## src/rtl/ifetch_unit_pkg.sv

```systemverilog
// rtl/ifetch_unit_pkg.sv - shared constants and FSM encoding for the instruction fetch unit
package ifetch_unit_pkg;

    localparam int unsigned WORD_BYTES = 4;
    localparam logic [31:0] NOP        = 32'h0000_0000;

    typedef enum logic [1:0] {
        ST_IDLE = 2'd0,
        ST_REQ  = 2'd1,
        ST_HOLD = 2'd2
    } fetch_state_e;

    function automatic logic [31:0] next_word(input logic [31:0] addr);
        return addr + 32'(WORD_BYTES);
    endfunction

endpackage

```

## src/rtl/ifetch_buf.sv

```systemverilog
// rtl/ifetch_buf.sv - single-entry {instr, pc} prefetch holding register
module ifetch_buf
    import ifetch_unit_pkg::*;
(
    input  logic        clock,
    input  logic        reset,
    input  logic        load,
    input  logic        clear,
    input  logic [31:0] load_instr,
    input  logic [31:0] load_pc,
    output logic        full,
    output logic [31:0] instr,
    output logic [31:0] pc
);
    logic        full_q, full_d;
    logic [31:0] instr_q, instr_d;
    logic [31:0] pc_q, pc_d;

    always_comb begin
        full_d  = full_q;
        instr_d = instr_q;
        pc_d    = pc_q;
        if (clear) begin
            full_d = 1'b0;
        end else if (load) begin
            full_d  = 1'b1;
            instr_d = load_instr;
            pc_d    = load_pc;
        end
    end

    always_ff @(posedge clock) begin
        if (!reset) begin
            full_q  <= 1'b0;
            instr_q <= NOP;
            pc_q    <= '0;
        end else begin
            full_q  <= full_d;
            instr_q <= instr_d;
            pc_q    <= pc_d;
        end
    end

    assign full  = full_q;
    assign instr = instr_q;
    assign pc    = pc_q;

endmodule

```

## src/rtl/ifetch_unit.sv

```systemverilog
// rtl/ifetch_unit.sv - fetch front end: owns the PC, imem req/ack, redirect and wrong-path squash
module ifetch_unit
    import ifetch_unit_pkg::*;
#(
    parameter logic [31:0] RESET_PC = 32'h0000_0000
) (
    input  logic        clock,
    input  logic        reset,
    output logic        imem_req,
    output logic [31:0] imem_addr,
    input  logic        imem_ack,
    input  logic [31:0] imem_rdata,
    output logic [31:0] instruction,
    output logic [31:0] pc,
    output logic [31:0] pc4,
    output logic        instr_valid,
    input  logic        instr_ready,
    input  logic        do_branch,
    input  logic [31:0] branch_addr,
    input  logic        do_jump,
    input  logic [31:0] jump_addr
);
    fetch_state_e state_q, state_d;
    logic [31:0]  fetch_pc_q, fetch_pc_d;
    logic [31:0]  redir_pc_q, redir_pc_d;
    logic [31:0]  instr_q, instr_d;
    logic [31:0]  pc_q, pc_d;
    logic         valid_q, valid_d;
    logic         squash_q, squash_d;

    logic         accept, redirect, req_ack, resp_take, to_output;
    logic [31:0]  target;
    logic         buf_load, buf_clear, buf_full;
    logic [31:0]  buf_instr, buf_pc;

    assign accept    = valid_q & instr_ready;
    assign redirect  = accept & (do_jump | do_branch);
    assign target    = (do_jump ? jump_addr : branch_addr) & ~32'd3;
    assign req_ack   = (state_q == ST_REQ) & imem_ack;
    assign resp_take = req_ack & ~squash_q & ~redirect;
    assign to_output = ~valid_q | accept;

    ifetch_buf u_buf (
        .clock      (clock),
        .reset      (reset),
        .load       (buf_load),
        .clear      (buf_clear),
        .load_instr (imem_rdata),
        .load_pc    (fetch_pc_q),
        .full       (buf_full),
        .instr      (buf_instr),
        .pc         (buf_pc)
    );

    always_ff @(posedge clock) begin
        if (!reset) state_q <= ST_IDLE;
        else        state_q <= state_d;
    end

    // A response that cannot reach the output parks in the buffer and stops fetching.
    always_comb begin
        state_d = state_q;
        case (state_q)
            ST_IDLE: state_d = ST_REQ;
            ST_REQ:  if (resp_take && !to_output) state_d = ST_HOLD;
            ST_HOLD: if (accept) state_d = ST_REQ;
            default: state_d = ST_IDLE;
        endcase
    end

    always_comb begin
        imem_req    = (state_q == ST_REQ);
        imem_addr   = fetch_pc_q;
        instruction = instr_q;
        pc          = pc_q;
        pc4         = next_word(pc_q);
        instr_valid = valid_q;
    end

    always_comb begin
        fetch_pc_d = fetch_pc_q;
        redir_pc_d = redir_pc_q;
        squash_d   = squash_q;
        valid_d    = valid_q & ~accept;
        instr_d    = instr_q;
        pc_d       = pc_q;
        buf_load   = 1'b0;
        buf_clear  = 1'b0;
        if (redirect) begin
            buf_clear = 1'b1;
            // An unacked request must stay on the bus; remember the target until it drains.
            if (state_q == ST_REQ && !imem_ack) begin
                squash_d   = 1'b1;
                redir_pc_d = target;
            end else begin
                fetch_pc_d = target;
            end
        end else begin
            if (req_ack && squash_q) begin
                squash_d   = 1'b0;
                fetch_pc_d = redir_pc_q;
            end
            if (accept && buf_full) begin
                valid_d   = 1'b1;
                instr_d   = buf_instr;
                pc_d      = buf_pc;
                buf_clear = 1'b1;
            end
            if (resp_take) begin
                fetch_pc_d = next_word(fetch_pc_q);
                if (to_output) begin
                    valid_d = 1'b1;
                    instr_d = imem_rdata;
                    pc_d    = fetch_pc_q;
                end else begin
                    buf_load = 1'b1;
                end
            end
        end
    end

    always_ff @(posedge clock) begin
        if (!reset) begin
            fetch_pc_q <= RESET_PC;
            redir_pc_q <= RESET_PC;
            squash_q   <= 1'b0;
            valid_q    <= 1'b0;
            instr_q    <= NOP;
            pc_q       <= RESET_PC;
        end else begin
            fetch_pc_q <= fetch_pc_d;
            redir_pc_q <= redir_pc_d;
            squash_q   <= squash_d;
            valid_q    <= valid_d;
            instr_q    <= instr_d;
            pc_q       <= pc_d;
        end
    end

endmodule

```

## config.mk

```make
export PLATFORM = sky130hd
export DESIGN_NAME = ifetch_unit
export DESIGN_NICKNAME = d
export VERILOG_FILES = /design/src/rtl/ifetch_unit_pkg.sv /design/src/rtl/ifetch_buf.sv /design/src/rtl/ifetch_unit.sv
export SDC_FILE = /design/constraint.sdc
export NUM_CORES = 1
export LEC_CHECK = 0
export CAP_MARGIN = 25
export CORE_UTILIZATION = 46
export CTS_CLUSTER_SIZE = 40
export DETAILED_ROUTE_END_ITERATION = 10
export GPL_ROUTABILITY_DRIVEN = 1
export PLACE_DENSITY = 0.84
export SLEW_MARGIN = 0
export SYNTH_ARGS = -nofsm -noshare
export SYNTH_HDL_FRONTEND = slang
export SYNTH_SLANG_ARGS = --single-unit
```

## constraint.sdc

```tcl
create_clock -name clock -period 1.8 [get_ports clock]
set_input_delay 0.27 -clock clock [delete_from_list [all_inputs] [get_ports clock]]
set_output_delay 0.27 -clock clock [all_outputs]
set_load 0.01 [all_outputs]
```

Figure 1. Sequential cells colored by netlist name (run 1).
Other sequential cells in the stronger gray, the rest of the logic in the fainter gray.
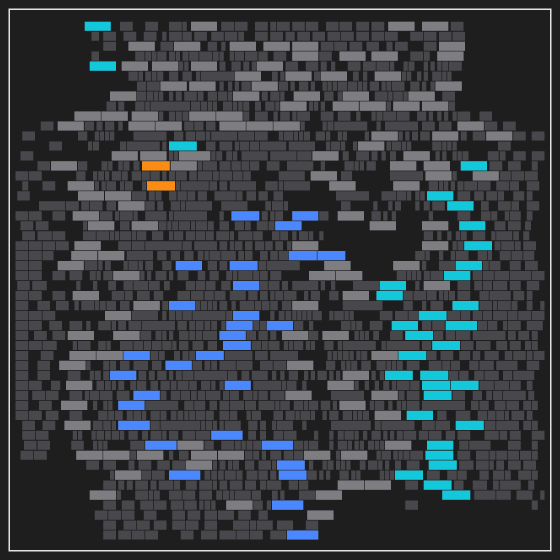
legend:
  cyan:
    signal: pc
    flops: 32
  orange:
    signal: state_q
    flops: 2
  blue:
    signal: imem_addr
    flops: 30

Figure 2. The clock network (run 1).
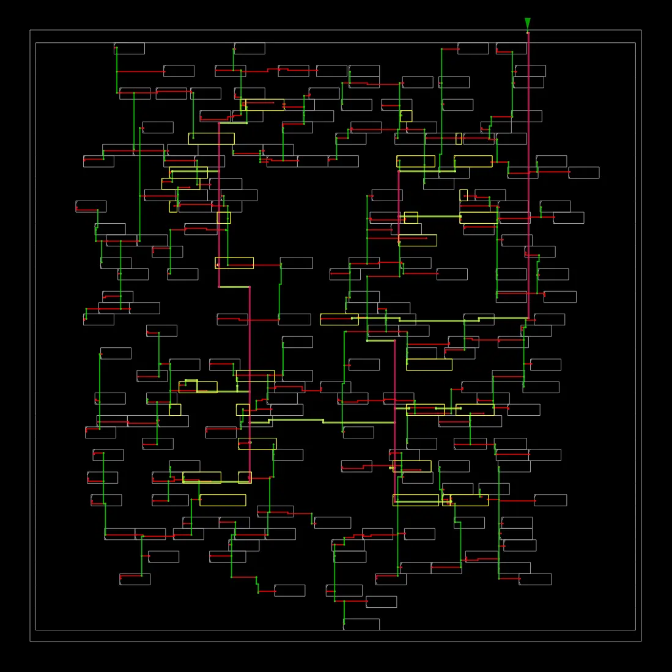
count of clock-net buffers in the final layout: 19
clk_lat worst skew: 440 ps

==> results_tabular.tex, run 1 <==
% Synthesis and place-and-route results
\begin{tabular}{lr}
\hline
Metric & Value \\
\hline
\multicolumn{2}{l}{\textbf{Placed design}} \\
Worst setup timing slack at the placement stage & -399 ps \\
Post-detailed-placement half-perimeter wirelength & 21300 um \\
Dpl cell area & 0.0131 mm\^{}2 \\
Port bufs & 225 \\
\multicolumn{2}{l}{\textbf{Finish}} \\
Fillers & 1562 \\
Area growth syn-to-layout & 45.5\% \\
Antenna cell count & 0 \\
Combined area of the multi-input logic cells & 0.00563 mm\^{}2 \\
Area occupied by registers & 0.00389 mm\^{}2 \\
Final Core Density & 69.1\% \\
Top cell excl fill/tap & sky130\_fd\_sc\_hd\_\_nand2\_1 \\
Post-Layout Cell Count & 1776 \\
Post-layout instance area & 0.0141 mm\^{}2 \\
Top logic cells by instance count in the layout & 292 x sky130\_fd\_sc\_hd\_\_nand2\_1, 174 x sky130\_fd\_sc\_hd\_\_clkdlybuf4s50\_1, 155 x sky130\_fd\_sc\_hd\_\_dfxtp\_1 \\
\multicolumn{2}{l}{\textbf{Setup path}} \\
Reg2Reg Capture Point & imem\_addr[31]\$\_SDFFE\_PN0P\_ \\
Crit path kind & flip-flop to primary output \\
Beginning of the worst register-to-register path & imem\_addr[2]\$\_SDFFE\_PN0P\_ \\
Slowest cell on the critical path & sky130\_fd\_sc\_hd\_\_dfxtp\_2 \\
Largest stage delay on the critical path & 330 ps \\
Required time of the worst setup path & 1530 ps \\
Critical Path End & pc4[19] \\
CP most frequent cell & sky130\_fd\_sc\_hd\_\_nand4\_1 \\
Max FO, Critical Path & 8 \\
Critical path buffers and inverters & 2 \\
Worst Setup Start Kind & flip-flop \\
Cell chain of the critical path & and3\_4, nand4\_1, nor2\_2, buf\_6, nand4\_1, xnor2\_1, buf\_2 \\
Critical path capture point type & primary output \\
Launching instance or port of the critical path & pc[6]\$\_SDFFE\_PN0N\_ \\
Worst reg2reg path depth & 7 \\
\multicolumn{2}{l}{\textbf{Final timing}} \\
Final hold violations & 0 \\
Final setup violating endpoints & 26 \\
Final Max Slew Viols & 0 \\
Final Hold Slack & 304 ps \\
Post-layout worst setup margin & -276 ps \\
Sum of negative setup slack & -4360 ps \\
Final period demand of the worst path & 2080 ps \\
\multicolumn{2}{l}{\textbf{Yosys}} \\
Count of distinct cell types in the synthesized netlist & 73 \\
Post-synthesis cell type with the largest combined area & sky130\_fd\_sc\_hd\_\_dfxtp\_1 \\
Most frequently used flop master after synthesis & sky130\_fd\_sc\_hd\_\_dfxtp\_1 \\
Post-synth EDFFs & 0 \\
Post-Syn Area & 0.00970 mm\^{}2 \\
Warnings from Yosys & 0 \\
Share of async-settable or async-resettable flops after synthesis & 0\% \\
Cell area leaders & sky130\_fd\_sc\_hd\_\_dfxtp\_1 39\%, sky130\_fd\_sc\_hd\_\_nand2\_1 12\%, sky130\_fd\_sc\_hd\_\_o211a\_1 7.8\% \\
Number of register bits inferred by synthesis & 191 \\
Syn Area/Cell & 8.15 um\^{}2 \\
Cells in synth\_stat.txt & 1190 \\
Chip Area, Yosys & 0.00970 mm\^{}2 \\
Number of cells produced by synthesis & 1190 \\
Part of the Yosys area used for sequential elements & 39.4\% \\
\multicolumn{2}{l}{\textbf{Die}} \\
Number of primary I/O pins & 232 \\
Die Size & 0.0217 mm\^{}2 \\
Placeable core region & 0.0204 mm\^{}2 \\
Number of rows created at floorplan & 52 \\
Starting density of the core & 47.5\% \\
Floorplan die height & 147 um \\
Die width & 147 um \\
\multicolumn{2}{l}{\textbf{GRT}} \\
Overall overflow remaining after global route & 0 \\
GR met3 Demand/Resource & 5.65\% \\
Wire length of the first global-routing pass & 48000 um \\
Antenna violations before repair & 0 \\
Number of global-route vias before repair & 9424 \\
GR Util All Layers & 27.4\% \\
Met1 track demand over resource in global routing & 36.3\% \\
\multicolumn{2}{l}{\textbf{Route}} \\
Number of vias per cell & 5.69 \\
Post-route DRC violation count & 0 \\
Vias & 10100 \\
Total Routed Length & 30500 um \\
Router iterations before antenna repair & 5 \\
Violation tally from detailed-route iteration zero & 984 \\
Final routed wire length divided by cell count & 17.2 um \\
\multicolumn{2}{l}{\textbf{Clocking}} \\
Post-CTS setup buffer count & 1 \\
Number of buffers on the longest clock path & 2 \\
Clock buffer count from CTS & 17 \\
Post-cts repair resize count & 181 \\
Clock-pin slew on the worst setup and hold paths & 70 ps \\
Total of hold buffers inserted after clock tree synthesis & 0 \\
Clock tree from TritonCTS & yes \\
Number of clock sinks & 191 \\
Max H-tree Level & 4 \\
\multicolumn{2}{l}{\textbf{Outcome}} \\
Failing checks & negative setup slack \\
Outcome & finished, violations left \\
\multicolumn{2}{l}{\textbf{Job}} \\
OpenROAD warning count & 32 \\
Maximum capacitance violations & 0 \\
\multicolumn{2}{l}{\textbf{Worst hold path}} \\
Endpoint of the worst hold path & imem\_addr[12]\$\_SDFFE\_PN0P\_ \\
WHS Path Cells & 3 \\
Hold\_sp & reset \\
Class of the most critical hold timing path & input pin to flip-flop \\
\multicolumn{2}{l}{\textbf{Pwr}} \\
Worst ir drop on vdd & 682 uV \\
Pwr Density & 753 mW/mm\^{}2 \\
\hline
\end{tabular}
Figure 3. Clock network drawn from the DEF (run 1).
Bar = 50 um.
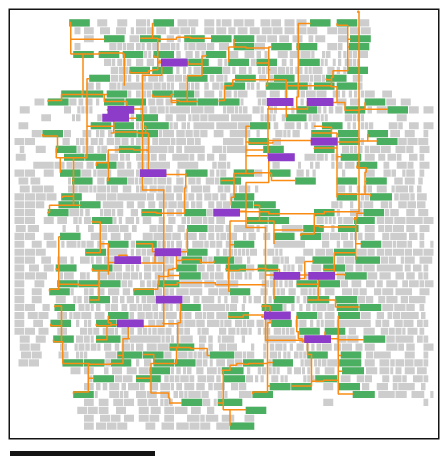
legend:
  orange:
    item: clock wires
    length: 2120 um
  green:
    item: flip-flops
    count: 191
  purple:
    item: clock drivers
    count: 17
routed clock nets: 18
flops lie: spread over the die
fraction of power consumed by the clock network: 37.6%
Layout Skew: 6.30 ps
Clk power: 4.00 mW

-- run 1: layout make-up --
class	instances	area share, %
timing repair buffer	382	25.4
tap	270	2.39
inverter	11	0.293
clock buffer	19	3.07
multi-input combinational	890	39.9
clock inverter	13	1.31
sequential	191	27.6
-- run 1: worst min-delay path: cells and delay by family --
family / cells / cell delay (ps)
buffers and inverters: 1 / 240
AOI/OAI and AO/OA: 2 / 160
-- run 1: cell usage after synthesis (all sizes together) (3+ instances only) --
master	count
nand4	21
nand2	299
nand2b	3
dfxtp	191
a21o	15
o21ai	41
o2111a	3
o211a	77
buf	56
a21boi	65
xnor2	26
xor2	8
mux2i	33
o211ai	16
clkbuf	43
nor2b	8
o221a	6
and3	15
nor3	7
and2	11
mux2	4
a21oi	50
nor4	6
inv	11
nand3	87
nor2	41
a31oi	4
or3	4
-- run 1: where the power goes --
| group | internal [mW] | switching, mW | leakage [nW] | total, mW |
|---|---|---|---|---|
| Sequential | 4.41 | 0.162 | 1.57 | 4.57 |
| Clock | 2.34 | 1.66 | 0.299 | 4.00 |
| Combinational | 1.07 | 0.992 | 4.63 | 2.06 |
-- run 1: kinds of logic after synthesis --
| family | synth area share (%) |
|---|---|
| AOI/OAI and AO/OA | 23.6 |
| xor gates and xnor gates | 3.07 |
| adders and majority gates | 0.258 |
| buffers and inverters | 5.33 |
| DFF | 39.4 |
| muxes | 3.87 |
| other | 0.0386 |
| and+or+nand+nor | 24.4 |
-- run 1: metal layers --
| layer | part of all wire (%) | up-vias |
|---|---|---|
| li1 | - | 4793 |
| met1 | 43 | 4743 |
| met2 | 47 | 507 |
| met3 | 7.8 | 71 |
| met4 | 3.0 | 0 |
| met5 | 0 | - |
## Run 2: what changed since run 1
--- a/config.mk
+++ b/config.mk
@@ -5,6 +5,7 @@
 export SDC_FILE = /design/constraint.sdc
 export NUM_CORES = 1
 export LEC_CHECK = 0
+export ABC_AREA = 0
 export CAP_MARGIN = 25
 export CORE_UTILIZATION = 46
 export CTS_CLUSTER_SIZE = 40
Figure 4. Selected gate families (run 2).
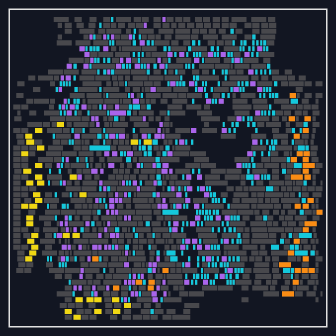
legend:
  yellow:
    family: multiplexers
    cells: 37
    most_used: mux2i_1
  purple:
    family: inverting AOI/OAI gates
    cells: 188
    most_used: a21boi_0
  cyan:
    family: NAND gates
    cells: 413
    most_used: nand2_1
    where: spread over the die
  orange:
    family: XOR/XNOR gates
    cells: 34
    most_used: xnor2_1
Post-Layout Cell Count: 1776
Top cell excl fill/tap: sky130_fd_sc_hd__nand2_1

==> results_tabular.tex, run 2 <==
% Synthesis and place-and-route results
\begin{tabular}{lr}
\hline
Metric & Value \\
\hline
\multicolumn{2}{l}{\textbf{Outcome}} \\
Outcome & finished, violations left (unchanged) \\
Failing checks & negative setup slack (unchanged) \\
\multicolumn{2}{l}{\textbf{Yosys}} \\
Syn Area/Cell & 8.15 um\^{}2 (unchanged) \\
Number of register bits inferred by synthesis & 191 (unchanged) \\
Cell area leaders & sky130\_fd\_sc\_hd\_\_dfxtp\_1 39\%, sky130\_fd\_sc\_hd\_\_nand2\_1 12\%, sky130\_fd\_sc\_hd\_\_o211a\_1 7.8\% (unchanged) \\
Synthesized-area fraction occupied by ao, oa, aoi and oai cells & 23.6\% (unchanged) \\
Count of distinct cell types in the synthesized netlist & 73 (unchanged) \\
Synth top cell by count & sky130\_fd\_sc\_hd\_\_nand2\_1 (unchanged) \\
Warnings from Yosys & 0 (unchanged) \\
Most frequently used flop master after synthesis & sky130\_fd\_sc\_hd\_\_dfxtp\_1 (unchanged) \\
Post-synth EDFFs & 0 (unchanged) \\
Mux share & 3.87\% (unchanged) \\
Cells in synth\_stat.txt & 1190 (unchanged) \\
Number of cells produced by synthesis & 1190 (unchanged) \\
Most used standard cells in the synthesized netlist & 299 x sky130\_fd\_sc\_hd\_\_nand2\_1, 191 x sky130\_fd\_sc\_hd\_\_dfxtp\_1, 85 x sky130\_fd\_sc\_hd\_\_nand3\_1, 76 x sky130\_fd\_sc\_hd\_\_o211a\_1, 60 x sky130\_fd\_sc\_hd\_\_a21boi\_0 (unchanged) \\
Part of the Yosys area used for sequential elements & 39.4\% (unchanged) \\
\multicolumn{2}{l}{\textbf{Setup path}} \\
Slowest cell on the critical path & sky130\_fd\_sc\_hd\_\_dfxtp\_2 (unchanged) \\
Max FO, Critical Path & 8 (unchanged) \\
Worst Setup Start Kind & flip-flop (unchanged) \\
Crit path kind & flip-flop to primary output (unchanged) \\
Largest stage delay on the critical path & 330 ps (about the same) \\
Beginning of the worst register-to-register path & imem\_addr[2]\$\_SDFFE\_PN0P\_ (unchanged) \\
Critical path capture point type & primary output (unchanged) \\
\multicolumn{2}{l}{\textbf{Finish}} \\
Area occupied by registers & 0.00389 mm\^{}2 (unchanged) \\
Post-layout instance area & 0.0141 mm\^{}2 (unchanged) \\
Area growth syn-to-layout & 45.5\% (unchanged) \\
Final Core Density & 69.1\% (unchanged) \\
\multicolumn{2}{l}{\textbf{Clocking}} \\
Number of buffers on the longest clock path & 2 (unchanged) \\
Clk\_lat worst skew & 440 ps (about the same) \\
Clock tree from TritonCTS & yes (unchanged) \\
Clock buffer count from CTS & 17 (unchanged) \\
Number of clock sinks & 191 (unchanged) \\
Clock-pin slew on the worst setup and hold paths & 70 ps (about the same) \\
\multicolumn{2}{l}{\textbf{Route}} \\
Vias & 10100 (unchanged) \\
Wire length on met2 & 14200 um (unchanged) \\
Violation tally from detailed-route iteration zero & 984 (unchanged) \\
Highest routed metal layer & met4 (unchanged) \\
Total length of routed met3 wires & 2390 um (unchanged) \\
Total Routed Length & 30500 um (unchanged) \\
\multicolumn{2}{l}{\textbf{Job}} \\
Maximum capacitance violations & 0 (unchanged) \\
\multicolumn{2}{l}{\textbf{Placed design}} \\
Dpl cell area & 0.0131 mm\^{}2 (unchanged) \\
Worst setup timing slack at the placement stage & -399 ps (unchanged) \\
Post-detailed-placement half-perimeter wirelength & 21300 um (unchanged) \\
Port bufs & 225 (unchanged) \\
\multicolumn{2}{l}{\textbf{Final timing}} \\
Final setup violating endpoints & 26 (unchanged) \\
Layout Skew & 6.30 ps (unchanged) \\
Final Max Slew Viols & 0 (unchanged) \\
Final period demand of the worst path & 2080 ps (unchanged) \\
Post-layout worst setup margin & -276 ps (unchanged) \\
\multicolumn{2}{l}{\textbf{GRT}} \\
GR met3 Demand/Resource & 5.65\% (unchanged) \\
GR Util All Layers & 27.4\% (unchanged) \\
Antenna violations before repair & 0 (unchanged) \\
Met1 track demand over resource in global routing & 36.3\% (unchanged) \\
\multicolumn{2}{l}{\textbf{Die}} \\
Floorplan die height & 147 um (unchanged) \\
Placeable core region & 0.0204 mm\^{}2 (unchanged) \\
Number of rows created at floorplan & 52 (unchanged) \\
Die width & 147 um (unchanged) \\
Number of primary I/O pins & 232 (unchanged) \\
\multicolumn{2}{l}{\textbf{Worst hold path}} \\
Class of the most critical hold timing path & input pin to flip-flop (unchanged) \\
\hline
\end{tabular}
==> run 2: cell counts in the layout (fill, tap and decap cells not counted) <==
Identical to the previous run, type by type.
==> run 2: kinds of logic after synthesis <==
logic type	Yosys count
and+or+nand+nor	515
AOI/OAI and AO/OA	300
DFF	191
buffers and inverters	110
muxes	37
xor gates and xnor gates	34
adders and majority gates	2
other	1
==> run 2: cell type report <==
cell class                 instances  area share (%)
multi-input combinational        890            39.9
sequential                       191            27.6
timing repair buffer             382            25.4
clock buffer                      19            3.07
tap                              270            2.39
clock inverter                    13            1.31
inverter                          11           0.293
==> run 2: path summary, 6_finish.rpt <==
check / to / depth (start not counted)
max: pc4[19] / 7
min: imem_addr[12]$_SDFFE_PN0P_ / 3
max reg2reg: imem_addr[31]$_SDFFE_PN0P_ / 7
min reg2reg: u_buf.pc[30]$_SDFFE_PN0P_ / 2
==> run 2: worst min-delay path: cells and delay by family <==
family / cells / cell delay, ps
AND-OR/OR-AND: 2 / 160
buffers and inverters: 1 / 240
==> run 2: repair_timing <==
item	in CTS	in global routing
setup endpoints to repair	95	114
setup buffers	1	7
gates cloned	1	0
gates resized	181	54
pin swaps	28	20
==> run 2: power by group <==
part           internal [mW]  switching [mW]  leakage [nW]
clock                   2.34            1.66         0.299
combinational           1.07           0.992          4.63
sequential              4.41           0.162          1.57
==> run 2: metrics by stage <==
step                      total power, mW  setup TNS (ps)
after floorplan                      5.51               0
after global placement               6.63          -42520
after detailed placement             6.68          -51380
after CTS                            10.6           -4150
after global routing                 11.0           -7040
final                                10.6           -4360
Power and IR drop assume default switching activity.
